`src/rtl/mult16u_share_sched_if.sv`:
```
// Requester-side handshake bundle for the shared-multiplier scheduler.
// The master modport is the requester side and the slave modport is the scheduler side.
interface mult16u_share_sched_if #(
  parameter int NREQ  = 4,
  parameter int WIDTH = 16
);
  logic [NREQ-1:0]         req_valid;
  logic [NREQ-1:0]         req_ready;
  logic [NREQ*WIDTH-1:0]   req_a;
  logic [NREQ*WIDTH-1:0]   req_b;
  logic [NREQ-1:0]         rsp_valid;
  logic [NREQ-1:0]         rsp_ready;
  logic [NREQ*2*WIDTH-1:0] rsp_product;

  modport master (
    output req_valid, req_a, req_b, rsp_ready,
    input  req_ready, rsp_valid, rsp_product
  );

  modport slave (
    input  req_valid, req_a, req_b, rsp_ready,
    output req_ready, rsp_valid, rsp_product
  );
endinterface

```
`src/rtl/mult16u_share_sched.sv`:
```
// Round-robin scheduler that shares one registered unsigned multiplier among NREQ requesters.
// Optional feature macro MULT_SHARE_STATS_EN adds the stat_issue/stat_stall counters.
module mult16u_share_sched #(
  parameter int NREQ    = 4,
  parameter int WIDTH   = 16,
  parameter int MUL_LAT = 2
) (
  input  logic                   clk,
  input  logic                   rst,
  mult16u_share_sched_if.slave   bus,
  output logic [WIDTH-1:0]       mul_a,
  output logic [WIDTH-1:0]       mul_b,
  input  logic [2*WIDTH-1:0]     mul_p,
  output logic                   busy
`ifdef MULT_SHARE_STATS_EN
  ,
  output logic [31:0]            stat_issue,
  output logic [31:0]            stat_stall
`endif
);

  localparam int PTR_W = $clog2(NREQ);

  logic [PTR_W-1:0]        ptr_q;
  logic [NREQ-1:0]         rsp_vld_q;
  logic [NREQ*2*WIDTH-1:0] rsp_prod_q;
  logic [MUL_LAT:1]        tag_vld_p;
  logic [PTR_W-1:0]        tag_idx_p [1:MUL_LAT];

  logic [NREQ-1:0]  slot_busy;
  logic [NREQ-1:0]  eligible;
  logic [NREQ-1:0]  done_oh;
  logic [NREQ-1:0]  gnt_oh;
  logic             gnt_vld;
  logic [PTR_W-1:0] gnt_idx;
  logic [PTR_W-1:0] cand_idx;
  int               cand;

  function automatic logic [PTR_W-1:0] next_ptr(input logic [PTR_W-1:0] idx);
    return (int'(idx) == NREQ - 1) ? '0 : idx + 1'b1;
  endfunction

  always_comb begin
    slot_busy = rsp_vld_q;
    done_oh   = '0;
    for (int s = 1; s <= MUL_LAT; s++)
      if (tag_vld_p[s]) slot_busy[tag_idx_p[s]] = 1'b1;
    if (tag_vld_p[MUL_LAT]) done_oh[tag_idx_p[MUL_LAT]] = 1'b1;

    eligible = bus.req_valid & ~slot_busy & {NREQ{~rst}};

    // Search starts at the pointer and wraps, so the last winner has lowest priority.
    gnt_vld  = 1'b0;
    gnt_idx  = '0;
    cand     = 0;
    cand_idx = '0;
    for (int k = 0; k < NREQ; k++) begin
      cand = int'(ptr_q) + k;
      if (cand >= NREQ) cand = cand - NREQ;
      cand_idx = PTR_W'(cand);
      if (!gnt_vld && eligible[cand_idx]) begin
        gnt_vld = 1'b1;
        gnt_idx = cand_idx;
      end
    end
    gnt_oh          = '0;
    gnt_oh[gnt_idx] = gnt_vld;
  end

  assign bus.req_ready   = gnt_oh;
  assign bus.rsp_valid   = rsp_vld_q;
  assign bus.rsp_product = rsp_prod_q;
  assign mul_a = gnt_vld ? bus.req_a[gnt_idx*WIDTH +: WIDTH] : '0;
  assign mul_b = gnt_vld ? bus.req_b[gnt_idx*WIDTH +: WIDTH] : '0;
  assign busy  = (|tag_vld_p) | (|rsp_vld_q);

  // Stage boundary: issue -> tag pipe -> response registers (tag valid tracks mul_p latency)
  always_ff @(posedge clk) begin
    if (rst) begin
      ptr_q      <= '0;
      tag_vld_p  <= '0;
      rsp_vld_q  <= '0;
      rsp_prod_q <= '0;
    end else begin
      if (gnt_vld) ptr_q <= next_ptr(gnt_idx);
      tag_vld_p[1] <= gnt_vld;
      for (int s = 2; s <= MUL_LAT; s++)
        tag_vld_p[s] <= tag_vld_p[s-1];
      rsp_vld_q <= (rsp_vld_q & ~bus.rsp_ready) | done_oh;
      if (tag_vld_p[MUL_LAT])
        rsp_prod_q[tag_idx_p[MUL_LAT]*2*WIDTH +: 2*WIDTH] <= mul_p;
    end
  end

  always_ff @(posedge clk) begin
    tag_idx_p[1] <= gnt_idx;
    for (int s = 2; s <= MUL_LAT; s++)
      tag_idx_p[s] <= tag_idx_p[s-1];
  end

`ifdef MULT_SHARE_STATS_EN
  logic [31:0] stat_issue_q;
  logic [31:0] stat_stall_q;

  always_ff @(posedge clk) begin
    if (rst) begin
      stat_issue_q <= '0;
      stat_stall_q <= '0;
    end else begin
      if (gnt_vld) stat_issue_q <= stat_issue_q + 32'd1;
      if ((|bus.req_valid) && !gnt_vld) stat_stall_q <= stat_stall_q + 32'd1;
    end
  end

  assign stat_issue = stat_issue_q;
  assign stat_stall = stat_stall_q;
`endif

endmodule
```
`src/flat_wrapper.sv`:
```
// flat-port wrapper written by rule: the top's interface ports become plain ports
module mult16u_share_sched_flat 
#(
  parameter int NREQ    = 4,
  parameter int WIDTH   = 16,
  parameter int MUL_LAT = 2
)
  (clk, rst, mul_a, mul_b, mul_p, busy, bus_req_valid, bus_req_a, bus_req_b, bus_rsp_ready, bus_req_ready, bus_rsp_valid, bus_rsp_product);
  mult16u_share_sched_if #(.NREQ(NREQ), .WIDTH(WIDTH)) bus_i ();
  input  logic clk;
  input  logic rst;
  output logic [WIDTH-1:0] mul_a;
  output logic [WIDTH-1:0] mul_b;
  input  logic [2*WIDTH-1:0] mul_p;
  output logic busy;
  input wire logic [$bits(bus_i.req_valid)-1:0] bus_req_valid;
  input wire logic [$bits(bus_i.req_a)-1:0] bus_req_a;
  input wire logic [$bits(bus_i.req_b)-1:0] bus_req_b;
  input wire logic [$bits(bus_i.rsp_ready)-1:0] bus_rsp_ready;
  output wire logic [$bits(bus_i.req_ready)-1:0] bus_req_ready;
  output wire logic [$bits(bus_i.rsp_valid)-1:0] bus_rsp_valid;
  output wire logic [$bits(bus_i.rsp_product)-1:0] bus_rsp_product;
  assign bus_i.req_valid = bus_req_valid;
  assign bus_i.req_a = bus_req_a;
  assign bus_i.req_b = bus_req_b;
  assign bus_i.rsp_ready = bus_rsp_ready;
  assign bus_req_ready = bus_i.req_ready;
  assign bus_rsp_valid = bus_i.rsp_valid;
  assign bus_rsp_product = bus_i.rsp_product;
  mult16u_share_sched #(.NREQ(NREQ), .WIDTH(WIDTH), .MUL_LAT(MUL_LAT)) u_core (.clk(clk), .rst(rst), .bus(bus_i), .mul_a(mul_a), .mul_b(mul_b), .mul_p(mul_p), .busy(busy));
endmodule
```
`config.mk`:
```
export PLATFORM = sky130hd
export DESIGN_NAME = mult16u_share_sched_flat
export DESIGN_NICKNAME = d
export VERILOG_FILES = /design/src/rtl/mult16u_share_sched_if.sv /design/src/rtl/mult16u_share_sched.sv /design/src/flat_wrapper.sv
export SDC_FILE = /design/constraint.sdc
export NUM_CORES = 1
export LEC_CHECK = 0
export ABC_AREA = 1
export CORE_AREA = 10 10 154 156
export CTS_CLUSTER_DIAMETER = 200
export DETAILED_ROUTE_END_ITERATION = 16
export DIE_AREA = 0 0 164 166
export PLACE_DENSITY = 0.72
export SLEW_MARGIN = 20
export SYNTH_ARGS = -nofsm -noshare
export SYNTH_HDL_FRONTEND = slang
export SYNTH_SLANG_ARGS = --single-unit
```
`constraint.sdc`:
```
create_clock -name clk -period 8.3 [get_ports clk]
set_clock_uncertainty 0.1 [all_clocks]
set_input_delay 1.66 -clock clk [delete_from_list [all_inputs] [get_ports clk]]
set_output_delay 1.66 -clock clk [all_outputs]
set_load 0.01 [all_outputs]
```
==> results.tsv, run 1 <==
metric	value	unit
antenna violations before repair	1	
max-slew violation total from the final report	0	
Post-synth EDFFs	0	
RSZ-0062 raised after global routing	no	
CP bufs+invs	2	
RePlAce Congestion	0.920	
Synthesized registers	140	
Async SR Flop Fraction	0	%
Commonest flop	dfxtp_1	
1st-pass router iterations	5	
CTS H-tree depth	4	
worst endpoint required time	6.54	ns
CP max-delay cell	nand3_4	
layout cells sized above 1	5.43	%
CTS tree	built	
mapped cell area	7160	sq um
Synth Area per Inst	6.46	sq um
pwr/cell area	381	nW/um^2
hold path start	u_core.tag_idx_p[1][1]$_DFF_P_	
minimum clock period	7.27	ns
delay-heaviest family, CP	simple AND/OR/NAND/NOR gates	
CTS clock-pin slew for the worst setup and hold paths	0.06	ns
DRT iter0 DRCs	529	
vias in the first global route	7752	
status	finished, final reports clean	
Synth top area share	39.2	%
crit-path max cell delay	1.08	ns
Slew Limit Headroom	27.6	%
HP Class	reg2reg	
type of destination of the critical path	primary output	
VDD IR max	0.000505	V
CP Data Arrival Time	5.51	ns
Resized cells post-CTS	0	
first-pass GRT wire length	45200	um
total number of vias	8162	
Clk Tree Root Cell	clkbuf_16	
CTS hold repair buffers	0	
fp util	34.6	%
Ports	339	
Port Buf Inserts	338	
Chip Area	27200	sq um
clock sink total	140	
Hold Crit Depth	0	
startpoint types	input pin	
max cap viols	0	
largest cells by area after synthesis	dfxtp_1 (39%), nand2_1 (19%), a21oi_1 (8.4%), nand3_1 (5.9%), inv_1 (5.8%)	
Crit Path Max Fanout	99	
run 1: logic make-up (layout without fill, tap and decap cells):
family,after synthesis,after routing,synth area share [%]
AOI/OAI and AO/OA,170,170,13.0
xor gates and xnor gates,1,1,0.227
adders and majority gates,12,12,2.10
buffers and inverters,189,499,10.8
DFF,140,140,39.2
other,0,1,0
and+or+nand+nor,596,596,34.8
run 1: Yosys cell counts, types with 4 or more instances:
cell and instances:
nand2_1 359, dfxtp_1 140, a21oi_1 120, inv_1 111, nor2_1 102, nand3_1 84
clkbuf_1 39, nand4_1 36, buf_2 16, o21ai_1 14, buf_1 13, a22oi_1 12
ha_1 12, o21ai_0 12, o21ai_2 8, nand2_2 5, buf_6 4
run 1: power by group:
group	internal (mW)	switching (mW)
sequential	0.719	0.0413
clock	0.454	0.323
combinational	1.13	1.64
total	2.30	2.00
run 1: metrics by stage:
step	worst slack [ns]	hold slack, ns	power, mW	util, %	std cells
2_1_floorplan	3.25	0.265	2.43	-	1108
3_3_place_gp	1.06	0.303	3.53	51.6	1661
3_5_place_dp	1.05	0.302	3.53	51.6	1661
4_1_cts	1.04	0.311	4.32	54.5	1693
5_1_grt	0.609	0.311	4.65	54.5	1694
6_report	1.03	0.305	4.30	54.5	1694
run 1: flip-flops by register name, summed over array words and instances, names as in the netlist:
name	count
u_core.bus.rsp_product	128
u_core.bus.rsp_valid	4
u_core.ptr_q	2
u_core.tag_idx_p	4
u_core.tag_vld_p	2
run 1: final timing paths:
path	endpoint	slack (ns)
worst max-delay path	mul_b[15]	1.03
worst min-delay path	u_core.tag_idx_p[2][1]$_DFF_P_	0.30
worst max register to register	u_core.ptr_q[1]$_SDFFE_PP0P_	3.83
worst min register to register	u_core.tag_idx_p[2][1]$_DFF_P_	0.30
run 1: metal layers:
metal / global-route usage, % / up-vias / part of all wire [%]
met4: 6.22 / 0 / 2.2
li1: - / 4117 / -
met2: 36.5 / 327 / 50
met1: 23.5 / 3688 / 38
met5: 0 / - / 0
met3: 7.71 / 30 / 10
run 1: worst reg2reg max path: cells and delay by family (launching register included):
family	cells	cell delay, ns
compound gates	1	0.05
fa+ha+maj	2	0.61
buf+inv	3	0.74
flops	1	0.30
simple gates	10	2.52
run 1: area by class of cell:
| class | count | area (sq um) |
|---|---|---|
| diodes | 1 | 2.50 |
| clock buffers | 17 | 425 |
| clock inverters | 15 | 180 |
| fillers | 2013 | 9410 |
| inverters | 114 | 429 |
| multi-input cells | 779 | 3600 |
| flip-flops and latches | 140 | 2800 |
| well taps | 275 | 344 |
| repair buffers | 353 | 3490 |
Figure 1. Clock nets (run 1).
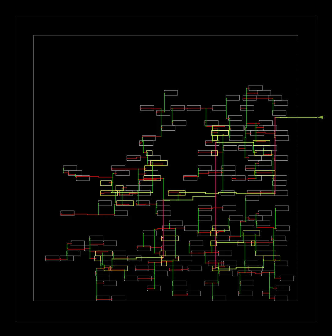
Num CTS Buffers: 17
Seq cells: 140

Figure 2. Cell classes on the final placement (run 1).
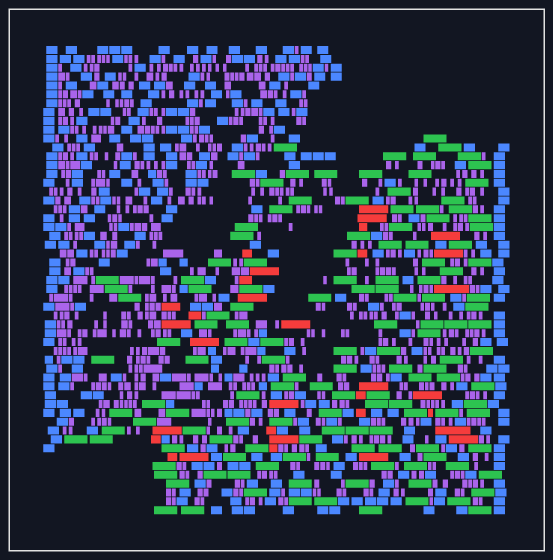
Red is clock drivers and dummy loads, cells 32. Blue is other buffers and delay cells, cells 353. Purple is combinational and other logic, cells 893. Green is flops, cells 140.
Rows: 53
design area: 11,300 sq um

Figure 3. Supply network (run 1).
Scale bar: 50 um. Pins as bars on the die edge.
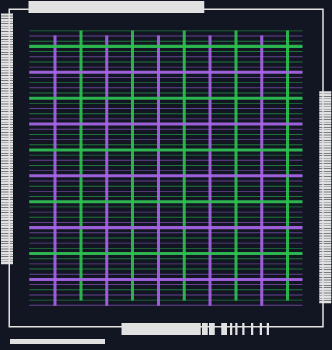
Purple is VSS. Green is VDD.
10 straps on met5. 10 straps on met4. 339 signal pins sit on the boundary. 54 met1 rails follow the rows. The core has 53 rows.
die height: 166 um
Die Width: 164 um
core footprint: 20,700 sq um

Figure 4. Wiring by layer (run 1).
Scale bar: 50 um.
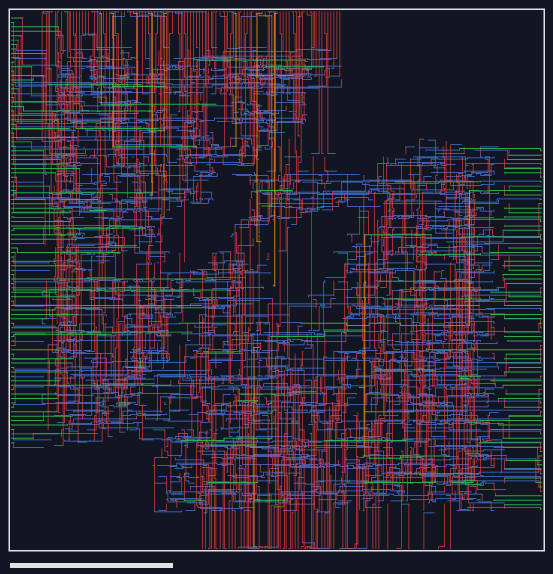
Blue is metal 1, wire length 11,500 um. Green is metal 3, wire length 2,990 um. Orange is metal 4, wire length 669 um. Red is metal 2, wire length 14,800 um.
gr usage total: 21.1%
post-DR wirelength/cell: 17.7 um

Figure 5. Routed clock nets over the placement (run 1).
Scale bar: 50 um.
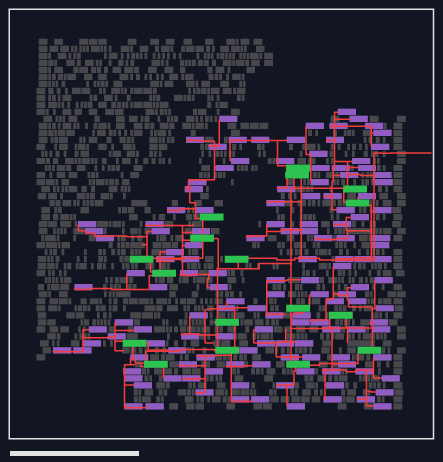

--- run 2 (diff from run 1) ---
--- a/config.mk
+++ b/config.mk
@@ -6,11 +6,12 @@
 export NUM_CORES = 1
 export LEC_CHECK = 0
 export ABC_AREA = 1
-export CORE_AREA = 10 10 154 156
+export CORE_AREA = 10 10 138 140
 export CTS_CLUSTER_DIAMETER = 200
 export DETAILED_ROUTE_END_ITERATION = 16
-export DIE_AREA = 0 0 164 166
-export PLACE_DENSITY = 0.72
+export DIE_AREA = 0 0 148 150
+export HOLD_SLACK_MARGIN = 0.12
+export PLACE_DENSITY = 0.87
 export SLEW_MARGIN = 20
 export SYNTH_ARGS = -nofsm -noshare
 export SYNTH_HDL_FRONTEND = slang
Figure 6. Routed clock nets over the placement (run 2).
Scale bar: 50 um.
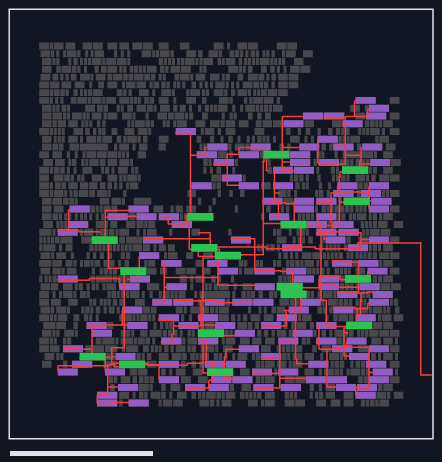
Green is clock drivers, count 17. Red is clock wires, length 1,680 um. Purple is flip-flops, count 140.
There are 18 routed clock nets.
clk_lat worst skew: 0.42 ns
P_clk: 754 uW
clock network power share: 17.5%

==> run 2 against run 1 <==
  * Synthesized area did not move
  * Maximum frequency rose by 5.0%
  * Worst hold slack got worse by 0.017 ns
  * Die size fell by 18%
  * Flip-flop count did not move
  * Sequential share of layout area rose by 0.14 points
  * Global-route usage rose by 4.7 points
  * First-iteration DRC count rose by 22%
  * Synthesized cell count did not move
==> results.tsv, run 2 <==
metric	value	unit
Port Buf Inserts	338	
worst endpoint required time	6.54	ns
post-DR wirelength/cell	18.3	um
startpoint types	input pin	
CTS tree	built	
max-slew violation total from the final report	0	
type of destination of the critical path	primary output	
critical path endpoint	mul_b[0]	
CTS hold repair buffers	0	
Synth Area per Inst	6.46	sq um
RePlAce Congestion	0.931	
minimum clock period	6.93	ns
pwr/cell area	384	nW/um^2
vias in the first global route	8225	
status	finished, final reports clean	
flop-to-flop setup slack	4.42	ns
first-pass GRT wire length	45300	um
clock sink total	140	
antenna violations before repair	0	
Crit Path Max Fanout	75	
1st-pass router iterations	5	
Rows	47	
Figure 7. Supply network (run 2).
Scale bar: 50 um. Pins as bars on the die edge.
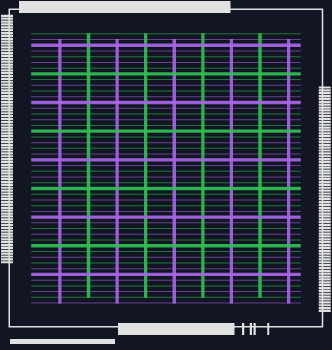
Purple is VSS. Green is VDD.
The core has 47 rows. 339 signal pins sit on the boundary. 48 met1 rails follow the rows. 9 straps on met4.
VDD IR max: 0.000470 V
core footprint: 16,300 sq um
die height: 150 um

[run 2: cell types whose count changed in the layout (fill, tap and decap cells not counted), sizes merged]
cell and change:
buf -1, diode -1, clkinv +2, clkinvlp -1
inv -2, clkbuf +1
[run 2: worst min path at each step]
| stage | slack, ns | depth (start not counted) | end | from |
|---|---|---|---|---|
| 4_1_cts | 0.29 | 0 | u_core.tag_idx_p[2][1]$_DFF_P_ | u_core.tag_idx_p[1][1]$_DFF_P_ |
| 3_5_place_dp | 0.28 | 0 | u_core.tag_idx_p[2][1]$_DFF_P_ | u_core.tag_idx_p[1][1]$_DFF_P_ |
| 3_3_place_gp | 0.29 | 0 | u_core.tag_idx_p[2][1]$_DFF_P_ | u_core.tag_idx_p[1][1]$_DFF_P_ |
| 2_1_floorplan | 0.26 | 0 | u_core.tag_idx_p[2][1]$_DFF_P_ | u_core.tag_idx_p[1][1]$_DFF_P_ |
| 6_report | 0.29 | 0 | u_core.tag_idx_p[2][1]$_DFF_P_ | u_core.tag_idx_p[1][1]$_DFF_P_ |
| 5_1_grt | 0.30 | 0 | u_core.tag_idx_p[2][1]$_DFF_P_ | u_core.tag_idx_p[1][1]$_DFF_P_ |
[run 2: cell families (layout without fill, tap and decap cells)]
| logic type | count (synthesis) | count (layout) | synth area share (%) |
|---|---|---|---|
| adder cells (fa/ha/maj) | 12 | 12 | 2.10 |
| AND/OR/NAND/NOR | 596 | 596 | 34.8 |
| buffers and inverters | 189 | 498 | 10.8 |
| XOR/XNOR | 1 | 1 | 0.227 |
| flip-flops | 140 | 140 | 39.2 |
| AND-OR/OR-AND | 170 | 170 | 13.0 |
[run 2: critical path, cell delays in order]
cell             delay, ns
clkdlybuf4s50_1       0.47
nand3_2               0.09
nor2_1                0.13
nand2_1               0.11
nand3_2               0.10
nand2_2               0.07
nand2_1               0.10
nand3_2               0.55
nand3_4               0.59
buf_16                0.32
nand2_1               0.10
nand3_1               0.09
nand2_1               0.05
nor2_1                0.12
clkdlybuf4s50_1       0.58
[run 2: cell type report]
type / instances / area, sq um
clock inverter: 14 / 159
timing repair buffer: 352 / 3510
clock buffer: 18 / 429
fill: 1354 / 5130
multi-input combinational: 779 / 3610
tap: 220 / 275
sequential: 140 / 2800
inverter: 114 / 429
[run 2: routing by layer]
metal	wire length, um	track usage (%)	vias to the layer above
met4	1540	14.8	0
met2	14600	43.1	433
met3	3390	10.7	111
met5	0	0	-
met1	10300	26.9	3817
li1	-	-	4118
[run 2: per-stage QoR]
stage | hold slack, ns | std cells | setup slack, ns | utilization [%]
floorplan | 0.265 | 1108 | 3.25 | -
detailed placement | 0.283 | 1604 | 1.06 | 64.7
global placement | 0.285 | 1604 | 1.15 | 64.7
global route | 0.299 | 1637 | 1.02 | 68.6
finish | 0.287 | 1637 | 1.37 | 68.6
CTS | 0.290 | 1636 | 1.07 | 68.3
[run 2: report_power, final]
part / internal, mW / total, mW / leakage, nW / switching (mW)
Combinational: 1.15 / 2.79 / 3.34 / 1.64
Sequential: 0.719 / 0.761 / 1.13 / 0.0424
Clock: 0.448 / 0.754 / 0.288 / 0.306
Figure 8. Clock nets (run 2).
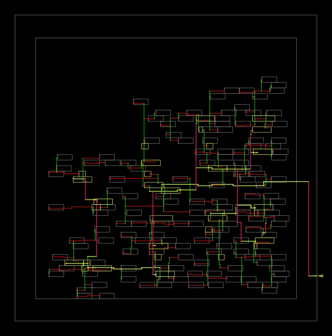

--- run 3 (diff from run 2) ---
--- a/config.mk
+++ b/config.mk
@@ -6,12 +6,12 @@
 export NUM_CORES = 1
 export LEC_CHECK = 0
 export ABC_AREA = 1
-export CORE_AREA = 10 10 138 140
+export CORE_AREA = 10 10 149 151
 export CTS_CLUSTER_DIAMETER = 200
 export DETAILED_ROUTE_END_ITERATION = 16
-export DIE_AREA = 0 0 148 150
+export DIE_AREA = 0 0 159 161
 export HOLD_SLACK_MARGIN = 0.12
-export PLACE_DENSITY = 0.87
+export PLACE_DENSITY = 0.79
 export SLEW_MARGIN = 20
 export SYNTH_ARGS = -nofsm -noshare
 export SYNTH_HDL_FRONTEND = slang
==> constraint.sdc (replaced) <==
create_clock -name clk -period 5.9 [get_ports clk]
set_clock_uncertainty 0.1 [all_clocks]
set_input_delay 1.18 -clock clk [delete_from_list [all_inputs] [get_ports clk]]
set_output_delay 1.18 -clock clk [all_outputs]
set_load 0.01 [all_outputs]
Figure 9. Clock nets (run 3).
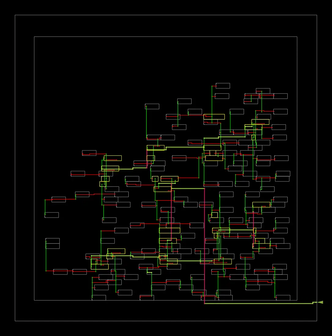
clock sink total: 140
clkbuf count: 19

==> run 3 against run 2 <==
  * Synthesized area unchanged
  * First-iteration DRC count decreased by 19%
  * Synthesized cell count unchanged
  * Power increased by 43%
  * Via count decreased by 1.6%
  * Clock-buffer cell count increased by 1
  * Critical endpoint is now mul_b[2]
==> results.tsv, run 3 <==
metric	value	unit
CTS hold repair buffers	0	
Critical R2R Capture	u_core.ptr_q[1]$_SDFFE_PP0P_	
CTS clock-pin slew for the worst setup and hold paths	0.06	ns
# fillers	1743	
fp util	37.3	%
flop-to-flop setup slack	2.55	ns
met3 Use GR	8.46	%
post-layout util	58.9	%
Slew Limit Headroom	55.6	%
DRT iter0 DRCs	522	
share of power burned in registers	17.5	%
clock network power share	17.8	%
first-pass GRT wire length	45300	um
crit-path cells	buf_4 -> inv_1 -> ha_1 -> nand2_2 -> nand3_2 -> nor2_1 -> nand2_1 -> nand3_1 -> nand2_1 -> nand2_1 -> nor2_2 -> nand2_2 -> buf_4 -> nand4_1 -> nand3_1 -> nand2_1 -> nor2_1 -> clkdlybuf4s50_1	
pwr/cell area	543	nW/um^2
CP Data Arrival Time	4.09	ns
logic area	3600	sq um
Non-Filler Instances	1687	
status	finished, final reports clean	
area fraction in xor and xnor cells	0.227	%
GRT met2 Usage	37.9	%
RSZ-0062 raised after global routing	no	
CTS H-tree depth	4	
max FFs per register	128	
minimum clock period	5.37	ns
Figure 10. Wiring by layer (run 3).
Scale bar: 50 um.
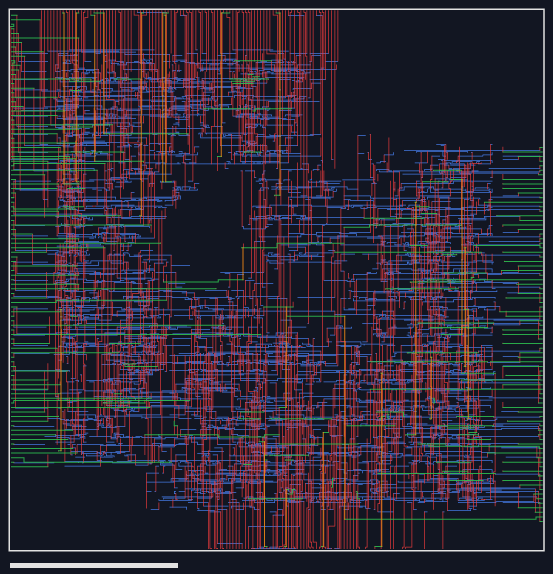
Red is metal 2, wire length 14,700 um. Blue is metal 1, wire length 11,500 um. Green is metal 3, wire length 2,980 um. Orange is metal 4, wire length 917 um.
routed wire length: 30,100 um
gr usage total: 22.1%
post-DR wirelength/cell: 17.8 um
total number of vias: 8,343

-- run 3: cell counts after synthesis --
No cell type changed its count.
-- run 3: how the worst max path moves through the flow --
stage,startpoint,endpoint,slack [ns],cells past startpoint
5_1_grt,u_core.tag_idx_p[2][0]$_DFF_P_,mul_b[0],0.23,18
3_3_place_gp,bus_req_valid[1],mul_b[0],0.67,15
3_5_place_dp,bus_req_valid[3],mul_a[10],0.62,15
6_report,u_core.tag_idx_p[2][0]$_DFF_P_,mul_b[2],0.53,18
2_1_floorplan,rst,bus_req_ready[1],1.81,15
4_1_cts,u_core.tag_idx_p[2][0]$_DFF_P_,mul_a[10],0.57,18
-- run 3: cell type report --
| class | instances | area share [%] |
|---|---|---|
| Multi-Input combinational cell | 779 | 31.8 |
| Timing Repair Buffer | 356 | 31.4 |
| Sequential cell | 140 | 24.8 |
| Clock buffer | 19 | 3.91 |
| Inverter | 114 | 3.79 |
| Tap cell | 265 | 2.93 |
| Clock inverter | 13 | 1.36 |
| Antenna cell | 1 | 0.0221 |
-- run 3: routing by layer --
layer	wire length (um)	vias to the layer above
li1	-	4137
met1	11500	3777
met2	14700	384
met3	2980	45
met4	916	0
met5	0	-
-- run 3: power by group through the flow --
stage	Combinational (mW)	Clock (mW)	Sequential, mW
5_1_grt	4.39	1.15	1.08
2_1_floorplan	2.33	0	1.09
4_1_cts	3.99	1.10	1.07
3_5_place_dp	3.96	0	1.09
6_report	3.98	1.09	1.07
3_3_place_gp	3.92	0	1.09
-- run 3: worst max-delay path, delay by kind of cell, from the launching register on --
family	cells	cell delay, ns
adders and majority gates	1	0.28
buffers and inverters	4	1.67
DFF	1	0.30
and+or+nand+nor	13	1.37
-- run 3: cells by family (layout without fill, tap and decap cells) --
logic type | count (synthesis) | in the layout
buffers and inverters | 189 | 502
other | 0 | 1
AOI/OAI and AO/OA | 170 | 170
adders and majority gates | 12 | 12
DFF | 140 | 140
xor gates and xnor gates | 1 | 1
and+or+nand+nor | 596 | 596
-- run 3: metrics by stage --
step / setup WS [ns] / hold slack, ns / instance area, sq um
final: 0.525 / 0.331 / 11300
after global routing: 0.230 / 0.333 / 11300
after CTS: 0.568 / 0.327 / 11300
after detailed placement: 0.619 / 0.313 / 10700
after global placement: 0.667 / 0.318 / 10700
after floorplan: 1.81 / 0.265 / 7160
Power and IR drop assume default switching activity.
